==> src/rtl/led_fade_ctrl_pkg.sv <==
// Shared types and constants for the LED fade controller.
// Optional macro: LED_FADE_GAMMA_EN (gamma-corrected modulator duty).
package led_fade_ctrl_pkg;

    typedef enum logic [2:0] {
        IDLE,
        RAMP_UP,
        RAMP_DOWN,
        BR_UP,
        BR_DOWN
    } fade_state_t;

    localparam int          LEVEL_W_DEF = 4;
    localparam logic [3:0]  LEVEL_MAX   = 4'd15;

    // Perceptual gamma curve, entry i at [i].
    localparam logic [15:0][3:0] GAMMA_LUT = {
        4'd15, 4'd12, 4'd10, 4'd8,
        4'd6,  4'd5,  4'd4,  4'd3,
        4'd2,  4'd2,  4'd1,  4'd1,
        4'd1,  4'd0,  4'd0,  4'd0
    };

endpackage

==> src/rtl/led_sd_mod.sv <==
// First-order sigma-delta modulator driving the LED pin.
// The carry out of the accumulator is the LED bit.
module led_sd_mod
    import led_fade_ctrl_pkg::*;
#(
    parameter int LEVEL_W = LEVEL_W_DEF
) (
    input  logic               CLK,
    input  logic               RST_N,
    input  logic [LEVEL_W-1:0] DUTY,
    output logic               LED
);

    logic [LEVEL_W:0] r_acc;

    // Accumulate duty; the carry bit is emitted and then dropped.
    always_ff @(posedge CLK or negedge RST_N) begin
        if (!RST_N) begin
            r_acc <= '0;
        end else begin
            r_acc <= {1'b0, r_acc[LEVEL_W-1:0]} + {1'b0, DUTY};
        end
    end

    assign LED = r_acc[LEVEL_W];

endmodule

==> src/rtl/led_fade_ctrl.sv <==
// LED intensity sequencer: handshake ramps, breathe mode, SD output.
// Optional macro: LED_FADE_GAMMA_EN (registered gamma table on duty).
module led_fade_ctrl
    import led_fade_ctrl_pkg::*;
#(
    parameter int STEP_DIV = 16000,
    parameter int LEVEL_W  = LEVEL_W_DEF
) (
    input  logic               CLK,
    input  logic               RST_N,
    input  logic [LEVEL_W-1:0] TGT_LEVEL,
    input  logic               TGT_VALID,
    output logic               TGT_READY,
    input  logic               MODE_BREATHE,
    output logic [LEVEL_W-1:0] LEVEL,
    output logic               BUSY,
    output logic               LED
);

    localparam int PW = $clog2(STEP_DIV);
    localparam logic [LEVEL_W-1:0] L_MAX = {LEVEL_W{1'b1}};
    localparam logic [PW-1:0] P_LAST = PW'(STEP_DIV - 1);

    fade_state_t        r_state;
    logic [LEVEL_W-1:0] r_level;
    logic [LEVEL_W-1:0] r_target;
    logic [PW-1:0]      r_presc;
    logic               r_ready;
    logic               r_busy;

    logic               w_tick;
    logic [LEVEL_W-1:0] w_inc;
    logic [LEVEL_W-1:0] w_dec;
    logic [LEVEL_W-1:0] w_duty;

    assign w_tick = (r_presc == P_LAST);
    assign w_inc  = r_level + 1'b1;
    assign w_dec  = r_level - 1'b1;

    // Sequencer: handshake, ramp and breathe stepping on prescaled ticks.
    always_ff @(posedge CLK or negedge RST_N) begin
        if (!RST_N) begin
            r_state  <= IDLE;
            r_level  <= '0;
            r_target <= '0;
            r_presc  <= '0;
            r_ready  <= 1'b0;
            r_busy   <= 1'b0;
        end else begin
            r_presc <= w_tick ? '0 : r_presc + 1'b1;
            unique case (r_state)
                IDLE: begin
                    r_presc <= '0;
                    r_ready <= 1'b1;
                    r_busy  <= 1'b0;
                    if (TGT_VALID && r_ready) begin
                        r_target <= TGT_LEVEL;
                        if (TGT_LEVEL > r_level) begin
                            r_state <= RAMP_UP;
                            r_ready <= 1'b0;
                            r_busy  <= 1'b1;
                        end else if (TGT_LEVEL < r_level) begin
                            r_state <= RAMP_DOWN;
                            r_ready <= 1'b0;
                            r_busy  <= 1'b1;
                        end
                    end else if (MODE_BREATHE) begin
                        r_state <= (r_level == L_MAX) ? BR_DOWN : BR_UP;
                        r_ready <= 1'b0;
                        r_busy  <= 1'b1;
                    end
                end
                RAMP_UP: begin
                    if (w_tick) begin
                        r_level <= w_inc;
                        if (w_inc == r_target) begin
                            r_state <= IDLE;
                            r_ready <= 1'b1;
                            r_busy  <= 1'b0;
                        end
                    end
                end
                RAMP_DOWN: begin
                    if (w_tick) begin
                        r_level <= w_dec;
                        if (w_dec == r_target) begin
                            r_state <= IDLE;
                            r_ready <= 1'b1;
                            r_busy  <= 1'b0;
                        end
                    end
                end
                BR_UP: begin
                    if (!MODE_BREATHE) begin
                        r_state <= IDLE;
                        r_ready <= 1'b1;
                        r_busy  <= 1'b0;
                    end else if (w_tick) begin
                        r_level <= w_inc;
                        if (w_inc == L_MAX) r_state <= BR_DOWN;
                    end
                end
                BR_DOWN: begin
                    if (!MODE_BREATHE) begin
                        r_state <= IDLE;
                        r_ready <= 1'b1;
                        r_busy  <= 1'b0;
                    end else if (w_tick) begin
                        r_level <= w_dec;
                        if (w_dec == '0) r_state <= BR_UP;
                    end
                end
                default: begin
                    r_state <= IDLE;
                    r_ready <= 1'b1;
                    r_busy  <= 1'b0;
                end
            endcase
        end
    end

`ifdef LED_FADE_GAMMA_EN
    logic [LEVEL_W-1:0] r_duty;

    // Gamma lookup is registered, so duty trails LEVEL by one cycle.
    always_ff @(posedge CLK or negedge RST_N) begin
        if (!RST_N) begin
            r_duty <= '0;
        end else begin
            r_duty <= LEVEL_W'(GAMMA_LUT[r_level[3:0]]);
        end
    end

    assign w_duty = r_duty;
`else
    assign w_duty = r_level;
`endif

    led_sd_mod #(
        .LEVEL_W (LEVEL_W)
    ) u_sd (
        .CLK   (CLK),
        .RST_N (RST_N),
        .DUTY  (w_duty),
        .LED   (LED)
    );

    assign TGT_READY = r_ready;
    assign BUSY      = r_busy;
    assign LEVEL     = r_level;

endmodule
==> config.mk <==
export PLATFORM = sky130hd
export DESIGN_NAME = led_fade_ctrl
export DESIGN_NICKNAME = d
export VERILOG_FILES = /design/src/rtl/led_fade_ctrl_pkg.sv /design/src/rtl/led_sd_mod.sv /design/src/rtl/led_fade_ctrl.sv
export SDC_FILE = /design/constraint.sdc
export NUM_CORES = 1
export LEC_CHECK = 0
export ABC_CLOCK_PERIOD_IN_PS = 2600
export CORE_ASPECT_RATIO = 2
export CORE_MARGIN = 5
export CORE_UTILIZATION = 55
export DETAILED_ROUTE_END_ITERATION = 8
export GPL_ROUTABILITY_DRIVEN = 0
export GPL_TIMING_DRIVEN = 0
export PLACE_DENSITY = 0.82
export SETUP_SLACK_MARGIN = 0.2
export SLEW_MARGIN = 20
export SYNTH_ARGS = -nofsm -noshare
export SYNTH_HDL_FRONTEND = slang
export SYNTH_HIERARCHICAL = 1
export SYNTH_SLANG_ARGS = --single-unit
==> constraint.sdc <==
create_clock -name CLK -period 2.6 [get_ports CLK]
set_input_delay 0.52 -clock CLK [delete_from_list [all_inputs] [get_ports CLK]]
set_output_delay 0.52 -clock CLK [all_outputs]
set_load 0.1 [all_outputs]
==> qor.yml <==
grt_overflow_total: 0
finalHoldViolCount: 0
fillCellCount: 291
track_usage: 0.198
slew_violations: 0
edf_count: 0
grt_pass1_vias: 1628
ys.flop_type: "dfrtp_1"
hold_path.class: "in -> async"
syn_inst: 211
status: "complete, no violations"
clock_cell_area_share: 0.0384
synthTopLogicFamily: "simple AND/OR/NAND/NOR gates"
p_leak_nw: 1.09
ys_cells: 211
ys_warn_count: 6
final_cell_mix: "dfrtp_1 (28), nor2_1 (25), nand2_1 (16), xor2_1 (14), inv_1 (14)"
r2r-end: "r_state[2]$_DFFE_PN0P_"
synthArstFlopShare: 1.00
fin_util: 0.677
period_used_share: 0.897
ys_sh_mux: 0.0420
worst_setup_path_start_kind: "input port"
critical-path-top-delay-family: "AND-OR/OR-AND gates"
clock-sinks: 32
crit_path_max_fanout: 4
critPathKind: "in -> reg"
arrival_ns: 2.51
ir_worst_vdd_mv: 0.673
drc: 0
cp-startpoint: "TGT_LEVEL[3]"
cts_buffers: 5
cts_resized: 4
ys_sh_xor: 0.111
top_cell: "dfrtp_1"
wl_met3_um: 152
layout.comb_gates.multi_input: 159
ys_types: 49
cts-root-buf: "clkbuf_8"
log.warning_count: 31
p_switching_mw: 0.853
clockBufferDepth: 2
busiest_layer: "met2"
grt_pass1_wl_um: 7460
slowest_delay_ns: 0.60
Fig. 1: the metal 2 layer
(4 px per µm) Cells faint in the background.
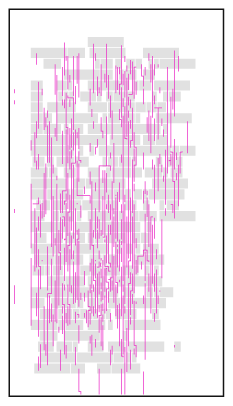
main direction	vertical
share of all routed wire	53%
nets with wire on the layer	227
longest straight run	41.1 µm

Fig. 2: signal wires by layer
(4 px per µm) Two of the layers only.
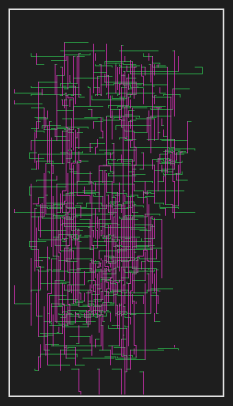
colour	layer	wire length
magenta	met2	2,300 µm
green	met1	1,670 µm

Fig. 3: pin placement
(6 px per µm) Pins as bars across the die edge, other pins in grey.
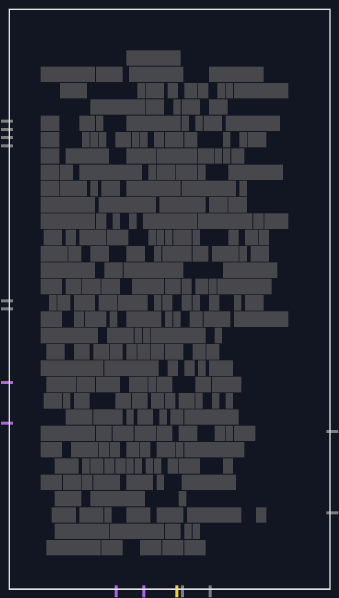
colour	port	pins	direction	edge
yellow	`TGT_VALID`	1	input	bottom
purple	`TGT_LEVEL`	4	input	2 bottom, 2 left
die extent in x: 53.2 µm
IO buf count: 14
Die Y: 96.4 µm

